**config.mk**
```make
export PLATFORM = sky130hd
export DESIGN_NAME = egress_reader
export DESIGN_NICKNAME = d
export VERILOG_FILES = /design/src/rtl/egress_reader.sv
export SDC_FILE = /design/constraint.sdc
export NUM_CORES = 1
export LEC_CHECK = 0
export CORE_AREA = 2 2 61 63
export DETAILED_ROUTE_END_ITERATION = 10
export DIE_AREA = 0 0 63 65
export PLACE_DENSITY = 0.76
export SETUP_SLACK_MARGIN = 0.3
export SLEW_MARGIN = 20
export SYNTH_ARGS = -nofsm -noshare
export SYNTH_HDL_FRONTEND = slang
export SYNTH_SLANG_ARGS = --single-unit
```
**constraint.sdc**
```tcl
create_clock -name clk -period 1.3 [get_ports clk]
set_clock_uncertainty 0.05 [all_clocks]
set_input_delay 0.26 -clock clk [delete_from_list [all_inputs] [get_ports clk]]
set_output_delay 0.26 -clock clk [all_outputs]
set_load 0.01 [all_outputs]
```
**src/rtl/egress_reader.sv**
```systemverilog
// rtl/egress_reader.sv - round-robin merge of two source FIFOs into one valid/ready output stream.
// Optional destination check built when EGRESS_DEST_CHECK_EN is defined.
module egress_reader #(
   parameter int BW    = 6,
   parameter int CNT_W = 8
) (
   input  logic             clk,
   input  logic             reset,
   input  logic             D0_empty,
   input  logic             D1_empty,
   input  logic             D0_error_output,
   input  logic             D1_error_output,
   input  logic [BW-1:0]    D0_data_out,
   input  logic [BW-1:0]    D1_data_out,
   output logic             D0_rd,
   output logic             D1_rd,
   input  logic             out_ready,
   output logic             out_valid,
   output logic [BW-1:0]    out_data,
   output logic             out_src,
   output logic [CNT_W-1:0] cnt_D0,
   output logic [CNT_W-1:0] cnt_D1,
   output logic             idle_out
`ifdef EGRESS_DEST_CHECK_EN
   ,
   output logic             dest_err,
   output logic [CNT_W-1:0] dest_err_cnt
`endif
);

   typedef enum logic [1:0] {IDLE, CAP, OUT} state_t;

   state_t        state, state_nx;
   logic          last_src;
   logic          sel_q;
   logic          elig0, elig1, any_elig, pick, issue;
   logic [BW-1:0] cap_word;

   assign elig0    = !D0_empty && !D0_error_output;
   assign elig1    = !D1_empty && !D1_error_output;
   assign any_elig = elig0 || elig1;
   // On a tie the source not served last wins; otherwise the lone eligible one.
   assign pick     = (elig0 && elig1) ? ~last_src : elig1;
   assign cap_word = sel_q ? D1_data_out : D0_data_out;

   always_comb begin
      state_nx = state;
      issue    = 1'b0;
      case (state)
         IDLE: begin
            if (any_elig) begin
               issue    = 1'b1;
               state_nx = CAP;
            end
         end
         CAP: state_nx = OUT;
         OUT: begin
            if (out_ready) begin
               if (any_elig) begin
                  issue    = 1'b1;
                  state_nx = CAP;
               end else begin
                  state_nx = IDLE;
               end
            end
         end
         default: state_nx = IDLE;
      endcase
      if (reset) issue = 1'b0;
   end

   assign D0_rd    = issue && !pick;
   assign D1_rd    = issue && pick;
   assign idle_out = (state == IDLE);

   always_ff @(posedge clk) begin
      if (reset) begin
         state     <= IDLE;
         out_valid <= 1'b0;
         out_data  <= '0;
         out_src   <= 1'b0;
         cnt_D0    <= '0;
         cnt_D1    <= '0;
         last_src  <= 1'b1;
         sel_q     <= 1'b0;
      end else begin
         state <= state_nx;
         if (issue) begin
            sel_q    <= pick;
            last_src <= pick;
         end
         if (state == CAP) begin
            out_data  <= cap_word;
            out_src   <= sel_q;
            out_valid <= 1'b1;
         end else if (state == OUT && out_ready) begin
            // Drop valid on accept so the CAP cycle never re-presents the old word.
            out_valid <= 1'b0;
            if (out_src) cnt_D1 <= cnt_D1 + CNT_W'(1);
            else         cnt_D0 <= cnt_D0 + CNT_W'(1);
         end
      end
   end

`ifdef EGRESS_DEST_CHECK_EN
   always_ff @(posedge clk) begin
      if (reset) begin
         dest_err     <= 1'b0;
         dest_err_cnt <= '0;
      end else begin
         dest_err <= (state == CAP) && (cap_word[BW-3] != sel_q);
         if (state == CAP && cap_word[BW-3] != sel_q)
            dest_err_cnt <= dest_err_cnt + CNT_W'(1);
      end
   end
`endif

endmodule

```
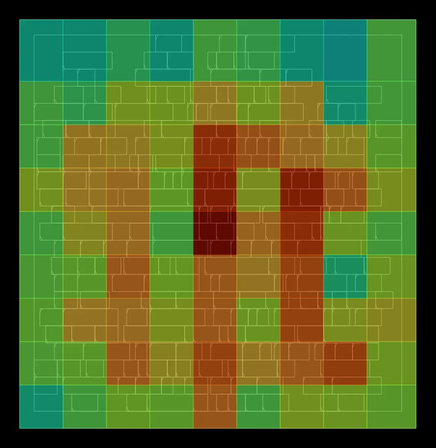
**Above:** congestion heat map.
Layout Utilization: 0.756
M2 GR Usage: 0.400

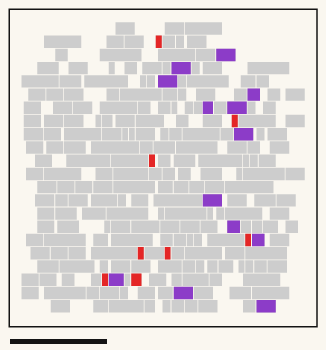
**Above:** gate-type map.
The bar under the picture is 20 um long.
Key: red = inv cells [cells 8, most used inv_1]; purple = and/or cells [cells 13, most used or4_4]
final cell count without fillers: 281
fraction of area in multi-input gates: 0.376
Top cell excl fill/tap: buf_6

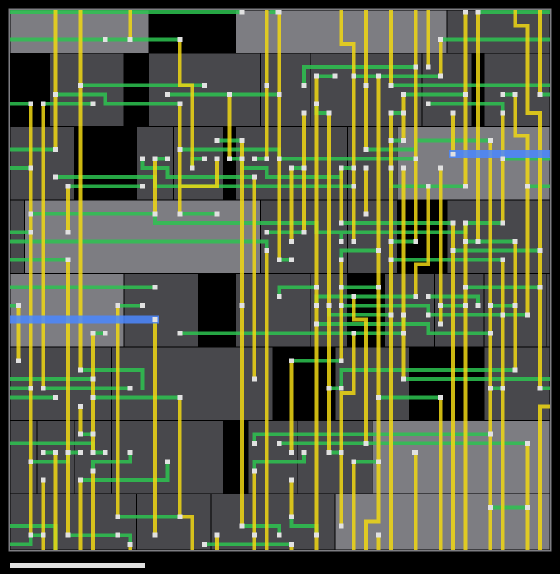
**Above:** layout detail.
The bar under the picture is 5 um long. Window x 22 to 42, y 36 to 56 um. Cells in grey, sequential cells in the stronger grey; small squares are vias.
Key: yellow = M2; green = M1; blue = M3
Sequential cells in the window: 7. Netlist names of flops here include cnt_D1 (7). 38 logic cells have their middle in the window. Most frequent: buf_6 (6), dfxtp_4 (4), buf_4 (4).

==> changes_impl.md <==
### Implementation results

- Pleak: 0.988 nW
- Mapped Area: about 1300 um2
- Total track usage: 0.203
- Fin. Hold Viols: 0
- Tmin final: between 1.5 and 2 ns
- Clock transition at path regs: 0.16 ns
- Largest net degree at the start of global routing: 30
- Initial antenna violation count: 0
- Non-clock buffer count: 91
- Die X: 63 um
- Synth top cells by count: dfxtp_1 (28), nor2_1 (17), a21oi_1 (15)
- Chip Area: about 4100 um2
- Final setup vio count: 28
- Worst vdd ir: 0.000466 V
- Num ports: around 46
- Logic pwr share: 0.249
- Clock network area share: 0.00995
- Worst Hold Class: in2reg
- Power density cells: ~650 nW/um2
- FF+latch count: 28
- Seq pwr share: 0.526
- Synth area leader: dfxtp_1
- Cycle use final: 1.24
- Worst-margin pin slew: ~0.46 ns
- Yosys stat area: between 1000 and 1500 um2
- Post CTS Setup Buffer Count: 15
- TritonCTS clock tree: built
- Warning count from the yosys run: 0
- Non-clock buffers, area share: 0.343
- WS Path Type: in2out
- Residual DRC count: 0
- Fmax: between 600 and 700 MHz
- Number of global-route vias before repair: roughly 1,500
- Initial DRT Pass Iterations: 4
- Comb gates: approximately 100
- Critical Path End Type: output port
- Fp_density: 0.368
- Failing checks: setup timing
- Clock tree sinks: 28
- # Taps: roughly 48
- Post-Syn Nets: 165
- Final worst slack: -0.316 ns
- CTS Root Buffer Type: clkbuf_4
- Cells after Synth: between 100 and 150
- TritonCTS Buffers: 3
- WP data required: 0.99 ns
- Status: finished, violations left
- Ys async rst share: 0
- Clock share of power: 0.225
- Placed Instances: 253
- Top area contributor share: 0.436
- Final WL: 4.58 mm
- Hold-fix buffers, CTS: 0
- Buffers on Ports: 45
- # rows: 22
- Gpl congestion: about 0.75
- Slew Limit Fails: 0
- Placed instance area: 2030 um2
- Top cells by area: dfxtp_1 (44%), mux2i_1 (7.0%), a21oi_1 (5.8%)
- Height of the die: around 65 um
- # nets final: 255
- Kind of start point of the critical path: input pin
- Synth top cell by count: dfxtp_1
- Clk ins delay skew pair: ~0.33 ns
- Seq share, synth: 0.436
- RSZ-0062 raised after global routing: true
- CTS-repair resized insts: approximately 180
- Int Pwr: 0.00124 W
- H-tree depth: 1
- Max-slew headroom: 0.692
- Top class by area: combinational gates
- Post-synthesis cell type count: 30
- MI comb area: between 900 and 1000 um2
- Remaining antenna violation count: 0
- Layout cell share with drive strength beyond 1: 0.665
- #FFs+latches synth: 28
- Nonclk inv count: 8
- Layout clock buffer count: 4
- Maximum root-to-sink buffer count: 2
- Design area: about 2600 um2
- NetSw: about 0.00048 W
- Via count: roughly 1,500
- First-pass GRT wire length: 6.76 mm
- Top power group: registers
- Initial drt markers: slightly above 100
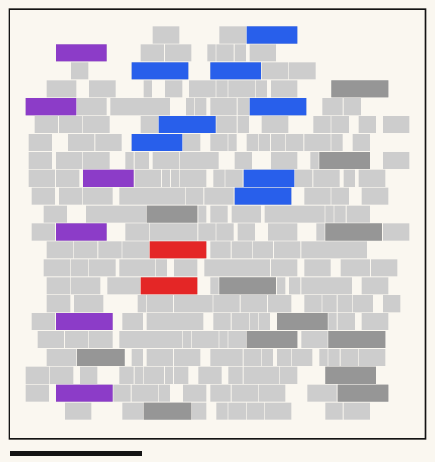
**Above:** where the registers sit.
The bar under the picture is 20 um long. Other sequential cells in the stronger grey, the rest of the logic in the fainter grey.
Key: red = state [placed flops 2]; purple = out_data [placed flops 6]; blue = cnt_D1 [placed flops 8, where top centre]
Flop area: 623 um2
P_seq: 0.000904 W

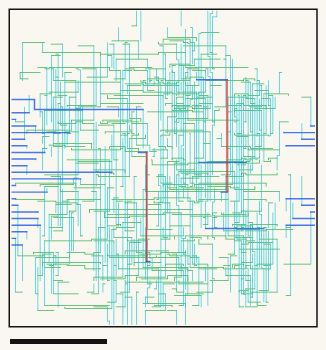
**Above:** routed metal, one colour a layer.
The bar under the picture is 20 um long.
Key: green = M1 [wire length 1,720 um]; red = M4 [wire length 45.6 um]; blue = M3 [wire length 202 um]; cyan = M2 [wire length 2,620 um]

==> final timing paths <==
path / startpoint / to / slack, ns / cells past startpoint
max: D1_empty / D0_rd / -0.32 / 4
min: D0_empty / last_src / 0.37 / 4
max reg2reg: state[0] / cnt_D1[4] / -0.31 / 6
min reg2reg: cnt_D0[7] / cnt_D0[7] / 0.45 / 2
==> per-layer routing <==
layer  global-route usage  up-vias  wire length [um]
li1                     -      707                 -
met1                0.224      729              1720
met2                0.400       40              2620
met3               0.0365        4               201
met4               0.0444        0                45
met5                    0        -                 0
==> cells in the final DEF (no fill, tap or decap), types with 6 or more instances in the layout <==
cell / count
nor2_1: 8
a21oi_1: 9
mux2i_1: 9
clkdlybuf4s50_1: 15
a211oi_2: 6
dfxtp_2: 14
nor2_4: 6
buf_4: 28
buf_6: 40
inv_1: 6
dfxtp_4: 12
==> critical path, stage by stage <==
cell             delay, ns
clkdlybuf4s50_1       0.53
nor3_2                0.07
nor4b_4               0.27
buf_2                 0.17
==> state kept, by name, indices dropped and copies added (netlist names) <==
signal,count
cnt_D1,8
cnt_D0,8
last_src,1
state,2
out_src,1
sel_q,1
out_data,6
out_valid,1
==> kinds of logic after synthesis <==
group / synth area share
multiplexers: 0.0789
adder cells (fa/ha/maj): 0.0195
AND-OR/OR-AND: 0.170
XOR/XNOR: 0.0136
flip-flops: 0.436
buffers and inverters: 0.0516
AND/OR/NAND/NOR: 0.230
==> metrics by stage <==
stage                     hold WS [ns]  power (W)  TNS (ns)  setup WS [ns]
after floorplan                  0.385    0.00103   -0.0603        -0.0309
after global placement           0.415    0.00119    -11.02         -0.782
after detailed placement         0.433    0.00120    -12.04         -0.817
after CTS                        0.371    0.00162     -3.24         -0.283
after global routing             0.360    0.00181     -5.57         -0.346
final                            0.370    0.00172     -4.23         -0.316
No activity file was given, so power comes from the tool's default toggle rates.
